<file path="src/rtl/fifo_pkg.sv">
// Shared types and elaboration helpers for the parametrised FIFO family.
package fifo_pkg;

    // Classification of a rejected access; convenient for scoreboards and monitors.
    typedef enum logic [1:0] {
        ERR_NONE = 2'd0,
        ERR_OVF  = 2'd1,
        ERR_UDF  = 2'd2
    } fifo_err_t;

    // Ceiling log2, never less than 1 so an address port always has a bit.
    function automatic int clog2(input int value);
        int result;
        int span;
        result = 32'sd0;
        span   = 32'sd1;
        while (span < value) begin
            span   = span * 32'sd2;
            result = result + 32'sd1;
        end
        if (result < 32'sd1) begin
            result = 32'sd1;
        end else begin
            result = result;
        end
        return result;
    endfunction

    // Occupancy counter width: one extra bit so a completely full FIFO is representable.
    function automatic int cnt_width(input int addr_width);
        return addr_width + 32'sd1;
    endfunction

endpackage

</file>
<file path="src/rtl/fifo_mem.sv">
// Simple dual-port storage: registered write, asynchronous read, no reset on contents.
module fifo_mem
    import fifo_pkg::*;
#(
    parameter int DATA_SIZE = 8,
    parameter int DEPTH     = 16
) (
    input  logic                       clk,
    input  logic                       we,
    input  logic [clog2(DEPTH)-1:0]    waddr,
    input  logic [DATA_SIZE-1:0]       wdata,
    input  logic [clog2(DEPTH)-1:0]    raddr,
    output logic [DATA_SIZE-1:0]       rdata
);

    logic [DATA_SIZE-1:0] mem_r [DEPTH];

    // Store the write word on the rising edge; contents are deliberately left unreset.
    always_ff @(posedge clk) begin
        if (we) begin
            mem_r[waddr] <= wdata;
        end
    end

    assign rdata = mem_r[raddr];

endmodule

</file>
<file path="src/rtl/param_fifo.sv">
// Parametrised single-clock FIFO with occupancy count, threshold flags,
// optional first-word-fall-through read and overflow/underflow reporting.
module param_fifo
    import fifo_pkg::*;
#(
    parameter int DATA_SIZE  = 8,
    parameter int ADDR_WIDTH = 4,
    parameter int AF_THRESH  = (32'sd1 <<< ADDR_WIDTH) - 32'sd2,
    parameter int AE_THRESH  = 2,
    parameter int FWFT       = 0
) (
    input  logic                  clk,
    input  logic                  rst_n,
    input  logic [DATA_SIZE-1:0]  wdata,
    input  logic                  wr_en,
    input  logic                  rd_en,
    input  logic                  clr_err,
    output logic [DATA_SIZE-1:0]  rdata,
    output logic                  rd_valid,
    output logic                  full,
    output logic                  empty,
    output logic                  almost_full,
    output logic                  almost_empty,
    output logic [ADDR_WIDTH:0]   count,
    output logic                  error,
    output logic                  ovf_sticky,
    output logic                  udf_sticky
);

    localparam int DEPTH = 32'sd1 <<< ADDR_WIDTH;
    localparam int CNT_W = cnt_width(ADDR_WIDTH);

    localparam logic [CNT_W-1:0]      CNT_ONE  = CNT_W'(1'b1);
    localparam logic [CNT_W-1:0]      CNT_FULL = CNT_W'(DEPTH);
    localparam logic [CNT_W-1:0]      CNT_AF   = CNT_W'(AF_THRESH);
    localparam logic [CNT_W-1:0]      CNT_AE   = CNT_W'(AE_THRESH);
    localparam logic [ADDR_WIDTH-1:0] PTR_ONE  = ADDR_WIDTH'(1'b1);

    // Threshold ordering must make sense, otherwise the flags are meaningless.
    if (!((AE_THRESH < AF_THRESH) && (AF_THRESH <= DEPTH))) begin : g_bad_thresh
        $fatal(1, "param_fifo: thresholds require AE_THRESH < AF_THRESH <= DEPTH");
    end

    logic [ADDR_WIDTH-1:0] wr_ptr_r;
    logic [ADDR_WIDTH-1:0] rd_ptr_r;
    logic [CNT_W-1:0]      count_r;
    logic                  error_r;
    logic                  ovf_r;
    logic                  udf_r;
    logic                  wr_acc_s;
    logic                  rd_acc_s;
    logic                  wr_rej_s;
    logic                  rd_rej_s;
    logic [DATA_SIZE-1:0]  mem_rdata_s;

    // Flags decode straight from the registered count so they track it in the same cycle.
    assign full         = (count_r == CNT_FULL);
    assign empty        = (count_r == {CNT_W{1'b0}});
    assign almost_full  = (count_r >= CNT_AF);
    assign almost_empty = (count_r <= CNT_AE);
    assign count        = count_r;
    assign error        = error_r;
    assign ovf_sticky   = ovf_r;
    assign udf_sticky   = udf_r;

    // Accept/reject decisions; a full FIFO still takes a write when a read frees a slot.
    always_comb begin
        rd_acc_s = 1'b0;
        wr_acc_s = 1'b0;
        wr_rej_s = 1'b0;
        rd_rej_s = 1'b0;
        if (rd_en && !empty) begin
            rd_acc_s = 1'b1;
        end else begin
            rd_acc_s = 1'b0;
        end
        if (wr_en && (!full || rd_acc_s)) begin
            wr_acc_s = 1'b1;
        end else begin
            wr_acc_s = 1'b0;
        end
        wr_rej_s = wr_en & ~wr_acc_s;
        rd_rej_s = rd_en & ~rd_acc_s;
    end

    fifo_mem #(
        .DATA_SIZE (DATA_SIZE),
        .DEPTH     (DEPTH)
    ) u_mem (
        .clk   (clk),
        .we    (wr_acc_s),
        .waddr (wr_ptr_r),
        .wdata (wdata),
        .raddr (rd_ptr_r),
        .rdata (mem_rdata_s)
    );

    // Pointer and occupancy bookkeeping; pointers wrap naturally at DEPTH.
    always_ff @(posedge clk or negedge rst_n) begin
        if (!rst_n) begin
            wr_ptr_r <= {ADDR_WIDTH{1'b0}};
            rd_ptr_r <= {ADDR_WIDTH{1'b0}};
            count_r  <= {CNT_W{1'b0}};
        end else begin
            if (wr_acc_s) begin
                wr_ptr_r <= wr_ptr_r + PTR_ONE;
            end
            if (rd_acc_s) begin
                rd_ptr_r <= rd_ptr_r + PTR_ONE;
            end
            case ({wr_acc_s, rd_acc_s})
                2'b10:   count_r <= count_r + CNT_ONE;
                2'b01:   count_r <= count_r - CNT_ONE;
                default: count_r <= count_r;
            endcase
        end
    end

    // One-cycle error pulse plus sticky status; a new rejection beats a same-cycle clear.
    always_ff @(posedge clk or negedge rst_n) begin
        if (!rst_n) begin
            error_r <= 1'b0;
            ovf_r   <= 1'b0;
            udf_r   <= 1'b0;
        end else begin
            error_r <= wr_rej_s | rd_rej_s;
            ovf_r   <= wr_rej_s | (ovf_r & ~clr_err);
            udf_r   <= rd_rej_s | (udf_r & ~clr_err);
        end
    end

    if (FWFT != 0) begin : g_fwft
        // Head word is shown directly from storage whenever the FIFO holds data.
        assign rdata    = mem_rdata_s;
        assign rd_valid = ~empty;
    end else begin : g_regd
        logic [DATA_SIZE-1:0] rdata_r;
        logic                 rd_valid_r;

        // Capture the popped word; valid strobes for exactly one cycle per accepted read.
        always_ff @(posedge clk or negedge rst_n) begin
            if (!rst_n) begin
                rdata_r    <= {DATA_SIZE{1'b0}};
                rd_valid_r <= 1'b0;
            end else begin
                if (rd_acc_s) begin
                    rdata_r <= mem_rdata_s;
                end
                rd_valid_r <= rd_acc_s;
            end
        end

        assign rdata    = rdata_r;
        assign rd_valid = rd_valid_r;
    end

endmodule

</file>
<file path="config.mk">
export PLATFORM = sky130hd
export DESIGN_NAME = param_fifo
export DESIGN_NICKNAME = d
export VERILOG_FILES = /design/src/rtl/fifo_pkg.sv /design/src/rtl/fifo_mem.sv /design/src/rtl/param_fifo.sv
export SDC_FILE = /design/constraint.sdc
export NUM_CORES = 1
export LEC_CHECK = 0
export CAP_MARGIN = 15
export CELL_PAD_IN_SITES_DETAIL_PLACEMENT = 0
export CELL_PAD_IN_SITES_GLOBAL_PLACEMENT = 1
export CORE_MARGIN = 5
export CORE_UTILIZATION = 51
export DETAILED_ROUTE_END_ITERATION = 8
export GPL_TIMING_DRIVEN = 0
export PLACE_DENSITY_LB_ADDON = 0.2
export SLEW_MARGIN = 30
export SYNTH_ARGS = -nofsm -noshare
export SYNTH_HDL_FRONTEND = slang
export SYNTH_HIERARCHICAL = 1
export SYNTH_SLANG_ARGS = --single-unit
</file>
<file path="constraint.sdc">
create_clock -name clk -period 3.1 [get_ports clk]
set_clock_uncertainty 0.2 [all_clocks]
set_input_delay 0.62 -clock clk [delete_from_list [all_inputs] [get_ports clk]]
set_output_delay 0.62 -clock clk [all_outputs]
set_load 0.005 [all_outputs]
</file>
Gate-type map:
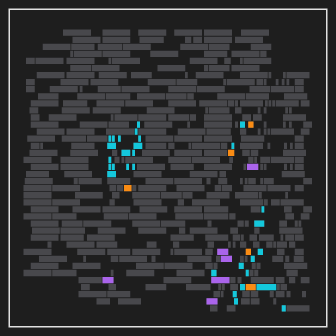
colour	family	cells	most used
purple	fa/ha/maj cells	6	ha_1
cyan	nor cells	30	nor2_1
orange	and/or cells	5	and2_1
most frequent logic cell in the layout: edfxtp_1
fin cells: 595
logic share of the area: 23.3%

Sequential cells grouped by signal name:
Bar = 20 um. Other sequential cells in the stronger grey, the rest of the logic in the fainter grey.
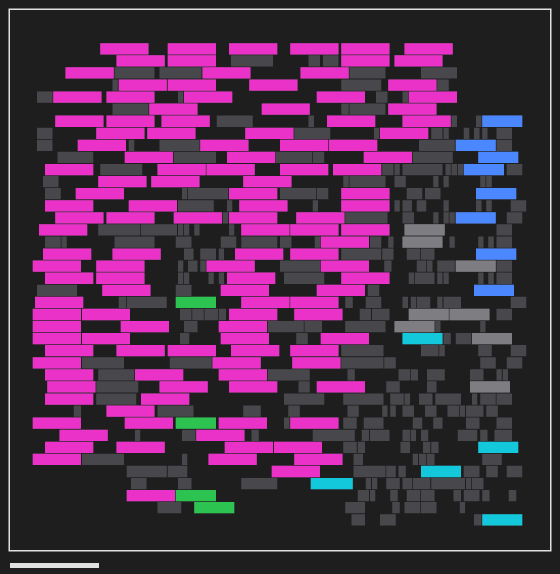
colour	name in the netlist	sequential cells
cyan	count	5
green	wr_ptr_r	4
blue	rdata	8
magenta	u_mem/mem_r	128
not coloured	8
Flop area: 4470 um2
fin util: 61.4%
sequential power: 0.00281 W
sequential share of cell area: 60.2%

==> results.toml <==
# implementation run metrics
[outcome]
status = "finished clean"

[finish]
n_clock_buffer = 20
seq_cell_count = 153
fillers = 918
num-multi-input-gates = 180
inverters_excl_clock = 10
layout_top_cells = "128 x edfxtp_1, 43 x nand2_1, 31 x clkdlybuf4s50_1, 24 x dfrtp_1, 18 x mux4_2"
clkCellAreaFrac_pct = 6.67
buffers = 52
logic_area_um2 = 1730
largest_reg_flops = 128
antennaDiodeCount = 0
final_area_um2 = 7430
nonClkBufAreaFrac_pct = 6.55

[global_routing]
grt_max_degree = 26
grt_use_met1_pct = 26.2
grt_pass1_wl_mm = 19.8
grt_overflow = 0
use_met2_pct = 29.9
grt_usage_pct = 18.9
antenna_found_initial = 0
grt_use_met3_pct = 4.22

[synthesis]
synthArstFlopShare_pct = 16.3
synth_cell_types = 53
synth.avg_cell_area_um2 = 17.7
postSynthSeqShare_pct = 70.3
synth_top_cell_by_count = "edfxtp_1"
syn_area_um2 = 6350
ff_type = "edfxtp_1"
synth_stat.cells = 359
ys_area_um2 = 6350
fp_nets = 378

[final_timing]
slew_headroom_pct = 45.2
holdWs_ns = 0.00954
finalCriticalPeriod_ns = 2.94
hold_viol_final = 0
timing.fmax_mhz = 340
setup_violations = 0
setup_ws_ns = 0.157
worst_pin_slew_ns = 0.819
drv_slew = 0

[placement]
placed_cell_area_um2 = 6910
hpwl_mm = 8.44

[detailed_routing]
drt_iter0_drc = 272
route.met2.wl_mm = 6.38
drtAntennaViolNets = 0
route.detailed.drc = 0
dr_total_vias = 3309
drt_pass1_iterations = 4
wl_met1_mm = 5.70

[power]
p_per_area_nw_per_um2 = 903
pg_comb_w = 0.00216
p_leak_nw = 2.62
power_frac_comb_pct = 32.1
p_switching_w = 0.00209
pwr-share-clk_pct = 26.0
max-vdd-ir-drop_mv = 0.551
p_seq_share_pct = 41.8

[setup_path]
path_delay_family = "simple AND/OR/NAND/NOR gates"
crit_required_ns = 3.23
r2r-start = "count[0]"
critPathSlowestCell = "or4_4"
r2r_end = "count[4]"
r2r_slack_ns = 0.16
path_class = "flop to flop"
crit_chain = "buf_6 > or4_4 > o21ai_4 > nor2_2 > ha_1 > nor2b_1 > o21ai_0 > nand2_1 > o31a_1 > o211ai_1"
end_kind = "flop"

[floorplanning]
die_width_um = 122
fp_util_pct = 52.5

[clocking]
cts_buffers = 17
clockBufferDepth = 2
clockRootBuffer = "clkbuf_16"
cts.sinks = 153
cts_setup_buffers = 0
cts_tree = "done"

[worst_hold_path]
hp-class = "input pin to asynchronous set/reset pin"

[job]
max-cap-violations = 0
Zoomed window:
Bar = 10 um. Region (18, 18) to (43, 43) um. Cells in grey, sequential cells in the stronger grey; small squares are vias.
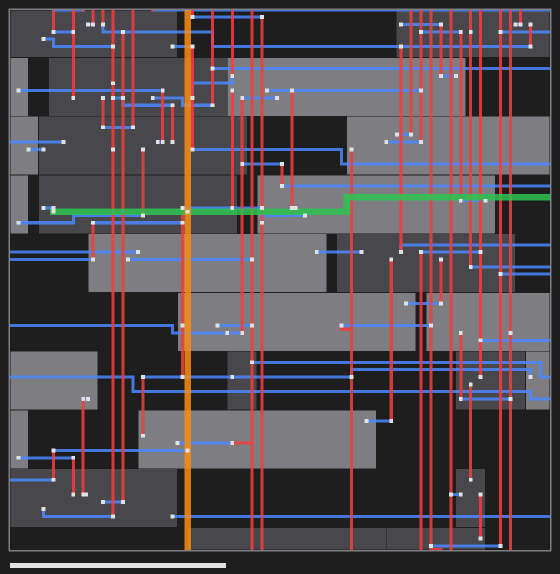
colour	layer
blue	M1
green	M3
orange	M4
red	M2
most frequent	edfxtp_1 (6), mux4_1 (4), mux4_2 (2)
sequential cells in the window	7
netlist names of flops here include	u_mem/mem_r (6), wr_ptr_r (1)
cells with their middle in the window	17

Port wiring:
Bar = 20 um.
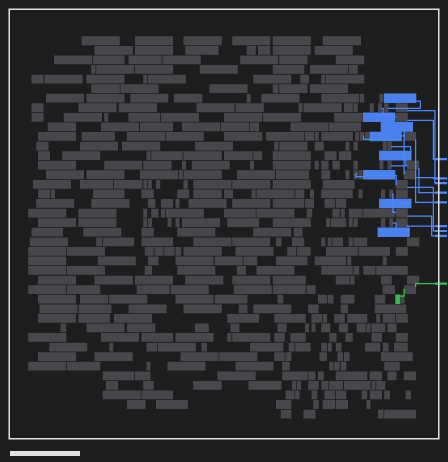
colour	port	bits	direction	edge	end cells	buffers	wire
blue	rdata	8	output	right	8	8	226 um
green	full	1	output	right	1	1	10.2 um
I/O Buffers: 33
Ports: 34

[logic make-up (layout without fill, tap and decap cells)]
group / after synthesis / in the layout / synth area share (%)
buffers and inverters: 26 / 94 / 2.74
DFF: 153 / 153 / 70.3
and+or+nand+nor: 91 / 91 / 6.91
AOI/OAI and AO/OA: 40 / 40 / 4.88
xor gates and xnor gates: 9 / 9 / 1.24
adders and majority gates: 6 / 6 / 1.30
muxes: 34 / 34 / 12.6
[worst max-delay path by stage]
stage                                   end  cells after the start
final                              count[4]                     10
after CTS                             empty                      3
after detailed placement  u_mem/mem_r[2][5]                      4
after floorplan                    count[4]                     10
after global placement    u_mem/mem_r[0][0]                      4
after global routing               count[4]                     10
Power figures rest on the tool's default switching activity, not on a simulated workload.
